**Signal wires on met2**

(3 px per µm) Cells faint in the background.
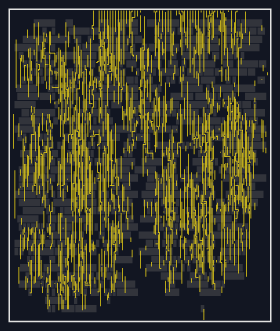
**Layout detail**

Region (23, 53) to (63, 93) µm. Cells in grey, sequential cells in the stronger grey; small squares are vias.
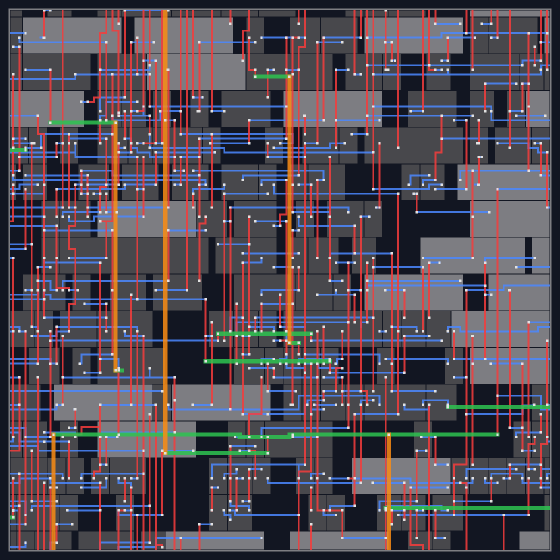
**Routing congestion map**

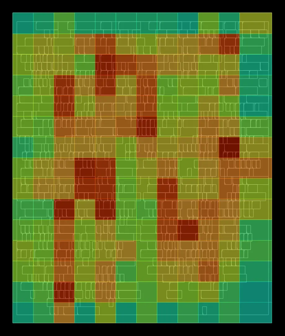
**Selected gate families**

(4 px per µm)
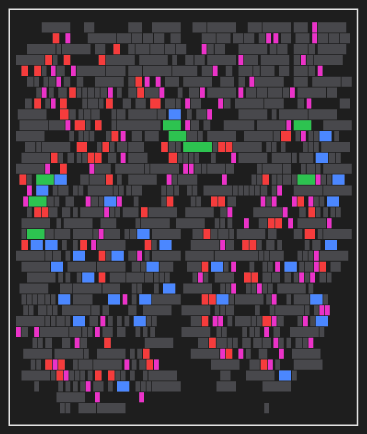
**Sequential cells coloured by netlist name**

(4 px per µm)
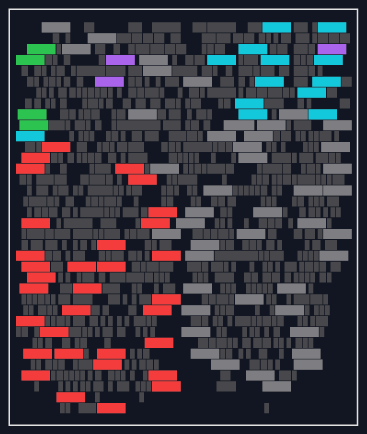
==> src/rtl/ddr3_init_refresh.sv <==
// DDR3 power-up sequencer and periodic refresh arbiter in front of a DFI command port.
// Latency: one cycle from decision to dfi pins, because all dfi outputs are registered.
// Backpressure: ctl_ready_o is high only in IDLE when no refresh is being granted.
module ddr3_init_refresh #(
  parameter int          DDR_ROW_BITS = 13,
  parameter int          CYC_RESET    = 40000,
  parameter int          CYC_WAKE     = 100000,
  parameter int          CYC_TXPR     = 12,
  parameter int          CYC_MRD      = 4,
  parameter int          CYC_MOD      = 12,
  parameter int          CYC_ZQINIT   = 512,
  parameter int          CYC_REFI     = 780,
  parameter int          CYC_RFC      = 11,
  parameter int          REF_POSTPONE = 8,
  parameter logic [12:0] MR0          = 13'h0000,
  parameter logic [12:0] MR1          = 13'h0000,
  parameter logic [12:0] MR2          = 13'h0000,
  parameter logic [12:0] MR3          = 13'h0000
) (
  input  logic                    clock,
  input  logic                    reset_n,
  input  logic                    ctl_valid_i,
  output logic                    ctl_ready_o,
  input  logic [2:0]              ctl_cmd_i,
  input  logic [2:0]              ctl_ba_i,
  input  logic [DDR_ROW_BITS-1:0] ctl_adr_i,
  output logic                    ref_req_o,
  output logic                    ref_urgent_o,
  input  logic                    ref_gnt_i,
  output logic                    ref_overrun_o,
  output logic                    init_done_o,
  output logic                    dfi_rst_no,
  output logic                    dfi_cke_o,
  output logic                    dfi_cs_no,
  output logic                    dfi_ras_no,
  output logic                    dfi_cas_no,
  output logic                    dfi_we_no,
  output logic                    dfi_odt_o,
  output logic [2:0]              dfi_bank_o,
  output logic [DDR_ROW_BITS-1:0] dfi_addr_o
);

  localparam logic [3:0] S_RESET = 4'd0, S_WAKE = 4'd1, S_CKE  = 4'd2, S_MR2  = 4'd3,
                         S_MR3   = 4'd4, S_MR1  = 4'd5, S_MR0  = 4'd6, S_ZQCL = 4'd7,
                         S_IDLE  = 4'd8, S_REFR = 4'd9;

  localparam logic [2:0] CMD_NOP = 3'b111, CMD_MRS = 3'b000, CMD_REF = 3'b001, CMD_ZQCL = 3'b110;
  localparam logic [DDR_ROW_BITS-1:0] ZQ_ADDR = DDR_ROW_BITS'(1) << 10;

  logic [3:0]              state, nxt_state;
  logic [31:0]             cnt, nxt_cnt, refi_cnt;
  logic [3:0]              pending;
  logic                    cnt_zero, tick, ref_go;
  logic                    o_rst_n, o_cke, o_cs_n;
  logic [2:0]              o_cmd, o_ba;
  logic [DDR_ROW_BITS-1:0] o_addr;

  assign cnt_zero      = (cnt == 32'd0);
  assign tick          = init_done_o && (refi_cnt == 32'd0);
  assign ref_req_o     = (pending != 4'd0) && (state == S_IDLE);
  assign ref_urgent_o  = (pending == 4'(REF_POSTPONE));
  assign ref_go        = ref_gnt_i && ref_req_o;
  assign ctl_ready_o   = (state == S_IDLE) && !ref_go;

  // Next state, dwell counter and the command decided for the next pin cycle.
  always_comb begin
    nxt_state = state;
    nxt_cnt   = cnt - 32'd1;
    o_rst_n   = 1'b1;
    o_cke     = 1'b1;
    o_cs_n    = 1'b0;
    o_cmd     = CMD_NOP;
    o_ba      = 3'd0;
    o_addr    = '0;
    case (state)
      S_RESET: begin
        o_rst_n = 1'b0;
        o_cke   = 1'b0;
        o_cs_n  = 1'b1;
        if (cnt_zero) begin nxt_state = S_WAKE; nxt_cnt = 32'(CYC_WAKE - 1); end
      end
      S_WAKE: begin
        o_cke  = 1'b0;
        o_cs_n = 1'b1;
        if (cnt_zero) begin nxt_state = S_CKE; nxt_cnt = 32'(CYC_TXPR - 1); end
      end
      S_CKE: begin
        if (cnt_zero) begin nxt_state = S_MR2; nxt_cnt = 32'(CYC_MRD - 1); end
      end
      S_MR2: begin
        if (cnt == 32'(CYC_MRD - 1)) begin o_cmd = CMD_MRS; o_ba = 3'd2; o_addr = DDR_ROW_BITS'(MR2); end
        if (cnt_zero) begin nxt_state = S_MR3; nxt_cnt = 32'(CYC_MRD - 1); end
      end
      S_MR3: begin
        if (cnt == 32'(CYC_MRD - 1)) begin o_cmd = CMD_MRS; o_ba = 3'd3; o_addr = DDR_ROW_BITS'(MR3); end
        if (cnt_zero) begin nxt_state = S_MR1; nxt_cnt = 32'(CYC_MRD - 1); end
      end
      S_MR1: begin
        if (cnt == 32'(CYC_MRD - 1)) begin o_cmd = CMD_MRS; o_ba = 3'd1; o_addr = DDR_ROW_BITS'(MR1); end
        if (cnt_zero) begin nxt_state = S_MR0; nxt_cnt = 32'(CYC_MOD - 1); end
      end
      S_MR0: begin
        if (cnt == 32'(CYC_MOD - 1)) begin o_cmd = CMD_MRS; o_ba = 3'd0; o_addr = DDR_ROW_BITS'(MR0); end
        // ZQCL dwells one issue cycle plus CYC_ZQINIT NOP cycles.
        if (cnt_zero) begin nxt_state = S_ZQCL; nxt_cnt = 32'(CYC_ZQINIT); end
      end
      S_ZQCL: begin
        if (cnt == 32'(CYC_ZQINIT)) begin o_cmd = CMD_ZQCL; o_addr = ZQ_ADDR; end
        if (cnt_zero) begin nxt_state = S_IDLE; nxt_cnt = 32'd0; end
      end
      S_IDLE: begin
        nxt_cnt = 32'd0;
        if (ref_go) begin
          // REF is decided in the grant cycle; REFR then covers the remaining tRFC-1 NOPs.
          o_cmd     = CMD_REF;
          nxt_state = S_REFR;
          nxt_cnt   = 32'(CYC_RFC - 2);
        end else if (ctl_valid_i) begin
          o_cmd  = ctl_cmd_i;
          o_ba   = ctl_ba_i;
          o_addr = ctl_adr_i;
        end
      end
      S_REFR: begin
        if (cnt_zero) begin nxt_state = S_IDLE; nxt_cnt = 32'd0; end
      end
      default: begin
        nxt_state = S_RESET;
        nxt_cnt   = 32'(CYC_RESET - 1);
      end
    endcase
  end

  // Sequencer state, dwell counter and sticky init-done flag.
  always_ff @(posedge clock) begin
    if (!reset_n) begin
      state       <= S_RESET;
      cnt         <= 32'(CYC_RESET - 1);
      init_done_o <= 1'b0;
    end else begin
      state <= nxt_state;
      cnt   <= nxt_cnt;
      if (state == S_ZQCL && cnt_zero) init_done_o <= 1'b1;
    end
  end

  // Refresh interval timer and pending-refresh bookkeeping.
  always_ff @(posedge clock) begin
    if (!reset_n) begin
      refi_cnt      <= 32'(CYC_REFI - 1);
      pending       <= 4'd0;
      ref_overrun_o <= 1'b0;
    end else begin
      if (init_done_o) refi_cnt <= (refi_cnt == 32'd0) ? 32'(CYC_REFI - 1) : refi_cnt - 32'd1;
      if (tick && !ref_go) begin
        if (pending == 4'(REF_POSTPONE)) ref_overrun_o <= 1'b1;
        else                             pending       <= pending + 4'd1;
      end else if (!tick && ref_go) begin
        pending <= pending - 4'd1;
      end
    end
  end

  // DFI pin registers.
  always_ff @(posedge clock) begin
    if (!reset_n) begin
      dfi_rst_no <= 1'b0;
      dfi_cke_o  <= 1'b0;
      dfi_cs_no  <= 1'b1;
      dfi_ras_no <= 1'b1;
      dfi_cas_no <= 1'b1;
      dfi_we_no  <= 1'b1;
      dfi_odt_o  <= 1'b0;
      dfi_bank_o <= 3'd0;
      dfi_addr_o <= '0;
    end else begin
      dfi_rst_no <= o_rst_n;
      dfi_cke_o  <= o_cke;
      dfi_cs_no  <= o_cs_n;
      {dfi_ras_no, dfi_cas_no, dfi_we_no} <= o_cmd;
      dfi_odt_o  <= 1'b0;
      dfi_bank_o <= o_ba;
      dfi_addr_o <= o_addr;
    end
  end

endmodule

==> config.mk <==
export PLATFORM = sky130hd
export DESIGN_NAME = ddr3_init_refresh
export DESIGN_NICKNAME = d
export VERILOG_FILES = /design/src/rtl/ddr3_init_refresh.sv
export SDC_FILE = /design/constraint.sdc
export NUM_CORES = 1
export LEC_CHECK = 0
export ABC_AREA = 1
export CORE_ASPECT_RATIO = 1.2
export CORE_UTILIZATION = 57
export CTS_CLUSTER_DIAMETER = 50
export DETAILED_ROUTE_END_ITERATION = 16
export PLACE_DENSITY = 0.8
export SKIP_CTS_REPAIR_TIMING = 1
export SLEW_MARGIN = 20
export SYNTH_ARGS = -nofsm -noshare
export SYNTH_HDL_FRONTEND = slang
export SYNTH_SLANG_ARGS = --single-unit
==> constraint.sdc <==
create_clock -name clock -period 2.6 [get_ports clock]
set_input_delay 0.78 -clock clock [delete_from_list [all_inputs] [get_ports clock]]
set_output_delay 0.78 -clock clock [all_outputs]
set_load 0.1 [all_outputs]
==> flow_summary_export.csv <==
group,metric,value,unit
layout,layout.cells.non_filler,855,
worst_setup_path,r2r_slack,380,ps
yosys,ys_cells,677,
status,status,"finished, final reports clean",
yosys,synthDominantCellAreaShare,39.2,%
pwr,p_leak,2.56,nW
job,warnings,29,
hold_path,hold_path_depth,1,
floorplan,fp_util,59.5,%
global_routing,grt_max_degree,18,
pwr,powerDensity,465,nW/µm²
yosys,yosys_most_used_dff,"dfxtp_1",
placed_design,place.gp.congestion,0.886,
layout,fin_util,69.7,%
route,dr.pass1.iters,5,
final_timing,hold_ws,477,ps
clocking,cts_buffer_depth,2,
yosys,fp_nets,708,
yosys,postSynthSeqShare,39.2,%
worst_setup_path,crit_required,1820,ps
pwr,pwr-share-seq,55.3,%
yosys,yosysUniqueCellTypes,41,
floorplan,core,8240,µm²
worst_setup_path,worstRegToRegCells,17,
final_timing,fin_crit,2440,ps
worst_setup_path,crit_arrival,1660,ps
final_timing,fin_ws,157,ps
layout,layout_top_cell,"nor2_1",
pwr,ir_drop,0.349,mV
hold_path,hold_path_end,"ref_overrun_o$_SDFFE_PN0P_",
placed_design,dp_cells,839,
layout,layout.nets,767,
yosys,yosysChipArea,4900,µm²
yosys,synth.avg_cell_area,7.24,µm²
pwr,p_clk_share,41.1,%
route,vias,4354,
global_routing,grt_remaining_overflow,0,
final_timing,fin_skew,10.6,ps
clocking,tritoncts,"yes",
job,max_cap_violations,0,
worst_setup_path,worst_setup_path_start_kind,"input pin",
placed_design,dp_hpwl,7.84,mm
global_routing,antenna_found_initial,0,
final_timing,fin_tns_setup,0,ps
yosys,edf_count,0,
pwr,finalPower,2.67,mW
clocking,cts_buffers,9,
clocking,clkTransAtPathRegs,90,ps
worst_setup_path,setup.worst_path.end,"ctl_ready_o",
placed_design,portBuffers,49,
floorplan,io_pins,51,
hold_path,min_from,"ref_overrun_o$_SDFFE_PN0P_",
floorplan,die_h,104,µm
route,wl,10.2,mm
yosys,synthXorXnorAreaFrac,5.54,%
hold_path,hp-class,"reg -> reg",
global_routing,grt_pass1_wl,17.7,mm
yosys,synth_cells,677,
yosys,syn_area,4900,µm²
placed_design,place_area,5510,µm²
yosys,ys_sh_aoi,8.55,%
yosys,yosys_warnings,0,
global_routing,grt_pass1_vias,4074,
yosys,simple_gate_area_share,35.8,%
yosys,top_area_cell,"dfxtp_1",
final_timing,slew_violations,0,
pwr,powerClk,1.10,mW
-- 'signal wires on met2' (at the start) --
main direction	vertical
wire length on this layer	5400 µm
share of all routed wire	53%

-- 'layout detail' (at the start) --
colour	layer
orange	met4
blue	met1
green	met3
red	met2
cells with their middle in the window	155
netlist names of flops here include	`refi_cnt` (4), `cnt` (3), `dfi_addr_o` (3)
sequential cells in the window	20
most frequent	nand2_1 (27), dfxtp_1 (19), inv_1 (18)

-- 'routing congestion map' (at the start) --
routed len/inst: 12.0 µm
grt met3 use: 3.82%

-- 'selected gate families' (at the start) --
colour	family	cells
green	adder and majority cells	8
magenta	inverters	96
blue	XOR/XNOR gates	31
red	inverting AOI/OAI gates	70

-- 'sequential cells coloured by netlist name' (at the start) --
colour	netlist name	flops
red	`cnt`	32
green	`state`	4
cyan	`dfi_addr_o`	13
purple	`dfi_bank_o`	3

layout make-up:
type                       count  area (µm²)  area share, %
sequential                    96        1920           33.5
inverter                      96         360           6.28
multi-input combinational    475        2560           44.5
timing repair buffer          58         528           9.20
clock buffer                  10         138           2.40
tap                          114         143           2.48
clock inverter                 6        92.6           1.61
per-layer routing:
| layer | wire length (µm) | global-route usage [%] | share of wire (%) | vias to the layer above |
|---|---|---|---|---|
| li1 | - | - | - | 2272 |
| met5 | 0 | 0 | 0 | - |
| met2 | 5400 | 44.3 | 53 | 70 |
| met4 | 210 | 10.4 | 2.1 | 0 |
| met3 | 303 | 3.82 | 3.0 | 21 |
| met1 | 4310 | 28.0 | 42 | 1991 |
worst max-delay path: stages:
cell	delay, ps
clkdlybuf4s50_1	500
nand3_4	90
nand2_2	80
inv_2	50
buf_12	160
No activity file was given, so power comes from the tool's default toggle rates.
